**config.mk**
```make
export PLATFORM = sky130hd
export DESIGN_NAME = switch_input_port
export DESIGN_NICKNAME = d
export VERILOG_FILES = /design/src/rtl/switch_input_pkg.sv /design/src/rtl/debounce_bit.sv /design/src/rtl/switch_input_port.sv
export SDC_FILE = /design/constraint.sdc
export NUM_CORES = 2
export LEC_CHECK = 0
export ABC_CLOCK_PERIOD_IN_PS = 1900
export CAP_MARGIN = 20
export CORE_MARGIN = 2
export CORE_UTILIZATION = 25
export DETAILED_ROUTE_END_ITERATION = 10
export GPL_TIMING_DRIVEN = 1
export SLEW_MARGIN = 20
export SYNTH_ARGS = -nofsm -noshare
export SYNTH_HDL_FRONTEND = slang
export SYNTH_HIERARCHICAL = 1
export SYNTH_SLANG_ARGS = --single-unit
```
**constraint.sdc**
```tcl
create_clock -name clk -period 1.9 [get_ports clk]
set_input_delay 0.38 -clock clk [delete_from_list [all_inputs] [get_ports clk]]
set_output_delay 0.38 -clock clk [all_outputs]
set_load 0.02 [all_outputs]
```
**src/rtl/switch_input_pkg.sv**
```systemverilog
// ---------------------------------------------------------------------------
// switch_input_pkg
//
// Shared definitions for the switch input port:
//   - register address map (LEVEL, RISE, FALL, MASK)
//   - cnt_width(): derives the per-bit debounce counter width from the
//     debounce length, equal to $clog2(cycles) for cycles >= 1.
//
// Optional feature macro used by the port: SWITCH_IRQ_EN (MASK register and
// irq output).
// ---------------------------------------------------------------------------
package switch_input_pkg;

  localparam logic [1:0] ADDR_LEVEL = 2'd0;
  localparam logic [1:0] ADDR_RISE  = 2'd1;
  localparam logic [1:0] ADDR_FALL  = 2'd2;
  localparam logic [1:0] ADDR_MASK  = 2'd3;

  // Smallest w with 2**w >= cycles. The counter only ever reaches cycles-1,
  // so this width is always sufficient.
  function automatic int cnt_width(input int cycles);
    int w;
    w = 0;
    for (int i = 0; i < 31; i++) begin
      if ((64'd1 << i) < 64'(cycles)) begin
        w = i + 1;
      end
    end
    return w;
  endfunction

endpackage

```
**src/rtl/debounce_bit.sv**
```systemverilog
// ---------------------------------------------------------------------------
// debounce_bit
//
// One-pin synchroniser + debouncer.
//   - Two flip-flop synchroniser; the second stage is the "sync" level.
//   - A counter runs while sync differs from the accepted stable level and
//     clears whenever they agree. When the counter has reached
//     DEBOUNCE_CYCLES-1 and the mismatch still holds, the new level is
//     accepted and the counter clears.
//   - rise_pulse / fall_pulse are combinational and high during the cycle
//     whose closing edge changes stable, so a flag register fed from them
//     sets on the same edge that stable changes.
//
// Ports:
//   clk        system clock
//   reset_n    asynchronous active-low reset
//   pin        raw asynchronous pin
//   stable     debounced level
//   rise_pulse stable is about to go 0->1 at the next edge
//   fall_pulse stable is about to go 1->0 at the next edge
// ---------------------------------------------------------------------------
module debounce_bit
  import switch_input_pkg::*;
#(
  parameter  int DEBOUNCE_CYCLES = 1000000,
  localparam int CNT_WIDTH       = cnt_width(DEBOUNCE_CYCLES)
) (
  input  logic clk,
  input  logic reset_n,
  input  logic pin,
  output logic stable,
  output logic rise_pulse,
  output logic fall_pulse
);

  localparam logic [CNT_WIDTH-1:0] CNT_LAST = CNT_WIDTH'(DEBOUNCE_CYCLES - 1);
  localparam logic [CNT_WIDTH-1:0] CNT_ONE  = CNT_WIDTH'(1);

  logic                 meta_reg;
  logic                 sync_reg;
  logic                 stable_reg;
  logic                 stable_next;
  logic [CNT_WIDTH-1:0] cnt_reg;
  logic [CNT_WIDTH-1:0] cnt_next;
  logic                 accept;

  // The mismatch must still hold on the edge where the count is complete;
  // a glitch that returns to the stable level just clears the counter.
  assign accept = (sync_reg != stable_reg) && (cnt_reg == CNT_LAST);

  always_comb begin
    cnt_next    = cnt_reg;
    stable_next = stable_reg;
    if (sync_reg == stable_reg) begin
      cnt_next = '0;
    end else if (accept) begin
      cnt_next    = '0;
      stable_next = sync_reg;
    end else begin
      cnt_next = cnt_reg + CNT_ONE;
    end
  end

  always_ff @(posedge clk or negedge reset_n) begin
    if (!reset_n) begin
      meta_reg   <= 1'b0;
      sync_reg   <= 1'b0;
      stable_reg <= 1'b0;
      cnt_reg    <= '0;
    end else begin
      meta_reg   <= pin;
      sync_reg   <= meta_reg;
      stable_reg <= stable_next;
      cnt_reg    <= cnt_next;
    end
  end

  assign stable     = stable_reg;
  assign rise_pulse = accept & sync_reg;
  assign fall_pulse = accept & ~sync_reg;

endmodule

```
**src/rtl/switch_input_port.sv**
```systemverilog
// ---------------------------------------------------------------------------
// switch_input_port
//
// CPU-side input peripheral for board switches/buttons. Each pin is
// synchronised and debounced independently (debounce_bit), debounced edges
// are captured in sticky RISE/FALL flags, and everything is visible through
// a 4-entry register interface:
//   addr 0 LEVEL  debounced levels, read-only
//   addr 1 RISE   sticky rising-edge flags, write-1-to-clear
//   addr 2 FALL   sticky falling-edge flags, write-1-to-clear
//   addr 3 MASK   irq enable mask (reads 0, writes ignored without the
//                 SWITCH_IRQ_EN build option)
//
// Build option: `define SWITCH_IRQ_EN adds MASK storage and the irq output,
// irq = registered |((rise | fall) & mask).
//
// Ports:
//   clk      system clock
//   reset_n  asynchronous active-low reset
//   pin_in   raw asynchronous pins
//   addr     register address
//   rd_en    read strobe; rdata/rvalid answer in the following cycle
//   wr_en    write strobe
//   wdata    write data
//   rdata    read data, held between reads
//   rvalid   one-cycle pulse marking valid rdata
//   irq      interrupt request (SWITCH_IRQ_EN only)
// ---------------------------------------------------------------------------
module switch_input_port
  import switch_input_pkg::*;
#(
  parameter int WIDTH           = 32,
  parameter int DEBOUNCE_CYCLES = 1000000
) (
  input  logic             clk,
  input  logic             reset_n,
  input  logic [WIDTH-1:0] pin_in,
  input  logic [1:0]       addr,
  input  logic             rd_en,
  input  logic             wr_en,
  input  logic [WIDTH-1:0] wdata,
  output logic [WIDTH-1:0] rdata,
`ifdef SWITCH_IRQ_EN
  output logic             rvalid,
  output logic             irq
`else
  output logic             rvalid
`endif
);

  logic [WIDTH-1:0] level_vec;
  logic [WIDTH-1:0] rise_pulse_vec;
  logic [WIDTH-1:0] fall_pulse_vec;

  logic [WIDTH-1:0] rise_reg;
  logic [WIDTH-1:0] rise_next;
  logic [WIDTH-1:0] fall_reg;
  logic [WIDTH-1:0] fall_next;
  logic [WIDTH-1:0] rise_clr;
  logic [WIDTH-1:0] fall_clr;
  logic [WIDTH-1:0] rd_mux;
  logic [WIDTH-1:0] rdata_reg;
  logic             rvalid_reg;

`ifdef SWITCH_IRQ_EN
  logic [WIDTH-1:0] mask_reg;
  logic             irq_reg;
`endif

  // ---------------------------------------------------------------- pins
  generate
    for (genvar gi = 0; gi < WIDTH; gi++) begin : g_bit
      debounce_bit #(
        .DEBOUNCE_CYCLES(DEBOUNCE_CYCLES)
      ) u_debounce (
        .clk        (clk),
        .reset_n    (reset_n),
        .pin        (pin_in[gi]),
        .stable     (level_vec[gi]),
        .rise_pulse (rise_pulse_vec[gi]),
        .fall_pulse (fall_pulse_vec[gi])
      );
    end
  endgenerate

  // ---------------------------------------------------------------- flags
  assign rise_clr = (wr_en && (addr == ADDR_RISE)) ? wdata : '0;
  assign fall_clr = (wr_en && (addr == ADDR_FALL)) ? wdata : '0;

  // Setting is OR-ed in after clearing so that a new edge in the same cycle
  // as a write-1-to-clear leaves the flag set.
  assign rise_next = (rise_reg & ~rise_clr) | rise_pulse_vec;
  assign fall_next = (fall_reg & ~fall_clr) | fall_pulse_vec;

  always_ff @(posedge clk or negedge reset_n) begin
    if (!reset_n) begin
      rise_reg <= '0;
      fall_reg <= '0;
    end else begin
      rise_reg <= rise_next;
      fall_reg <= fall_next;
    end
  end

`ifdef SWITCH_IRQ_EN
  // ---------------------------------------------------------------- mask/irq
  always_ff @(posedge clk or negedge reset_n) begin
    if (!reset_n) begin
      mask_reg <= '0;
      irq_reg  <= 1'b0;
    end else begin
      if (wr_en && (addr == ADDR_MASK)) begin
        mask_reg <= wdata;
      end
      // Built from the current flag/mask registers, so irq trails a flag
      // set, clear or mask change by exactly one cycle.
      irq_reg <= |((rise_reg | fall_reg) & mask_reg);
    end
  end

  assign irq = irq_reg;
`endif

  // ---------------------------------------------------------------- read
  // The mux looks at the registers before the current edge updates them, so
  // a read alongside a write to the same address returns the old value.
  always_comb begin
    rd_mux = '0;
    case (addr)
      ADDR_LEVEL: rd_mux = level_vec;
      ADDR_RISE:  rd_mux = rise_reg;
      ADDR_FALL:  rd_mux = fall_reg;
`ifdef SWITCH_IRQ_EN
      ADDR_MASK:  rd_mux = mask_reg;
`else
      ADDR_MASK:  rd_mux = '0;
`endif
      default:    rd_mux = '0;
    endcase
  end

  always_ff @(posedge clk or negedge reset_n) begin
    if (!reset_n) begin
      rdata_reg  <= '0;
      rvalid_reg <= 1'b0;
    end else begin
      rvalid_reg <= rd_en;
      if (rd_en) begin
        rdata_reg <= rd_mux;
      end
    end
  end

  assign rdata  = rdata_reg;
  assign rvalid = rvalid_reg;

endmodule

```
Fig. 1: placement view
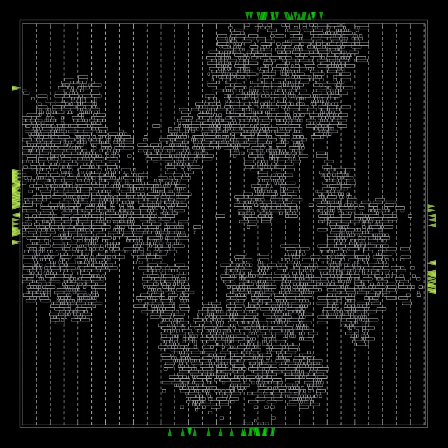
post-route non-filler standard cell count: 6917
Core Area: 160600 sq um
filler cell count in the final layout: 16190
flop count: 833
sequential portion of the cell area: 0.3975

Fig. 2: sequential cells colored by netlist name
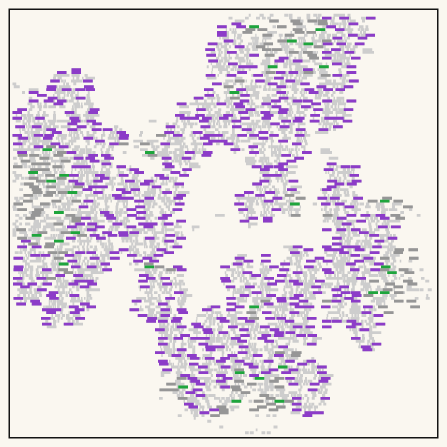
Key: purple = g_bit.u_debounce/cnt_reg [flops 640, where all over the die]; green = rise_reg [flops 32, where all over the die]
Another 161 sequential cells are not colored.
Power Sequential: 18.4 mW
Sequential cell area: 20850 sq um
share of the core filled with cells in the final layout: 0.3266

==> impl_results.html <==
<h3>Run summary</h3>
<table>
<tr><th>Metric</th><th>Value</th></tr>
<tr><th colspan="2">Status</th></tr>
<tr><td>Violations in the final reports</td><td>negative setup slack</td></tr>
<tr><td>Result of the run</td><td>finished with violations</td></tr>
<tr><th colspan="2">Yosys</th></tr>
<tr><td>Area fraction in mux cells</td><td>0.01980</td></tr>
<tr><td>Yosys cell count</td><td>4097</td></tr>
<tr><td>Cell type contributing the most total cell area after synthesis</td><td>sky130_fd_sc_hd__dfrtp_1</td></tr>
<tr><td>Most used DFF post-synth</td><td>sky130_fd_sc_hd__dfrtp_1</td></tr>
<tr><td>Area fraction in and, or, nand and nor cells</td><td>0.2421</td></tr>
<tr><td>Register bit count reported by yosys</td><td>833</td></tr>
<tr><td>Distinct lib cells</td><td>approximately 40</td></tr>
<tr><td>Main logic family after synthesis</td><td>simple AND/OR/NAND/NOR gates</td></tr>
<tr><th colspan="2">GRT</th></tr>
<tr><td>Met3 Resource Use GR</td><td>0.02417</td></tr>
<tr><td>Global routing met2 resource utilization</td><td>0.1774</td></tr>
<tr><th colspan="2">Finish</th></tr>
<tr><td>Clock-cell share</td><td>0.06923</td></tr>
<tr><td>Final non-filler cell area</td><td>between 50000 and 60000 sq um</td></tr>
<tr><td>Multi-input logic area</td><td>between 15000 and 20000 sq um</td></tr>
<tr><td>Clock tree buffer count of the final layout</td><td>approximately 150</td></tr>
<tr><th colspan="2">Drt</th></tr>
<tr><td>Number of nets with antenna violations after detailed routing</td><td>0</td></tr>
<tr><td>Count of TritonRoute iterations in the first routing pass</td><td>5</td></tr>
<tr><th colspan="2">Final timing</th></tr>
<tr><td>Final min period</td><td>slightly below 2000 ps</td></tr>
<tr><td>Setup slack after layout</td><td>-54.01 ps</td></tr>
<tr><td>Relative slew margins</td><td>0.6143</td></tr>
<tr><td>Setup TNS</td><td>-720.9 ps</td></tr>
<tr><td>Final setup violation count</td><td>34</td></tr>
<tr><td>Max Clk Rate</td><td>511.8 MHz</td></tr>
<tr><th colspan="2">Floorplanning</th></tr>
<tr><td>Well tap count</td><td>2160</td></tr>
<tr><th colspan="2">CTS</th></tr>
<tr><td>Clock tree buffer depth</td><td>3</td></tr>
<tr><td>Cell at the root of the clock tree</td><td>sky130_fd_sc_hd__clkbuf_16</td></tr>
<tr><th colspan="2">Pwr</th></tr>
<tr><td>Leakage power of the design</td><td>between 20 and 25 nW</td></tr>
<tr><td>Main power group</td><td>clock</td></tr>
<tr><th colspan="2">Worst hold path</th></tr>
<tr><td>Cell depth of the worst min-delay path</td><td>1</td></tr>
<tr><th colspan="2">Flow run</th></tr>
<tr><td>Number of warning messages in the logs</td><td>28</td></tr>
<tr><th colspan="2">Worst setup path</th></tr>
<tr><td>R2R setup slack</td><td>-50 ps</td></tr>
<tr><td>Cells along the critical path</td><td>nand3b_1 -&gt; or4_4 -&gt; or3b_4 -&gt; mux2_4</td></tr>
<tr><th colspan="2">Placed design</th></tr>
<tr><td># port buffers</td><td>just over 100</td></tr>
</table>
Fig. 3: the metal 1 layer
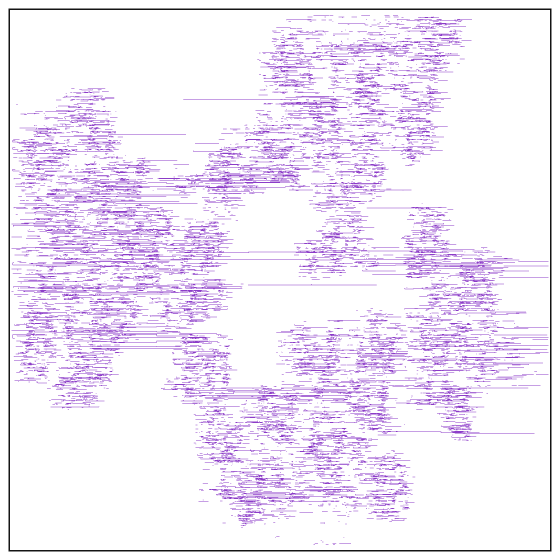
4510 nets have wire on it. The layer carries 44.5 mm of wire.
vias after detailed routing: 31720
aggregate routed wire length: 93730 um

No activity file was given, so power comes from the tool's default toggle rates.
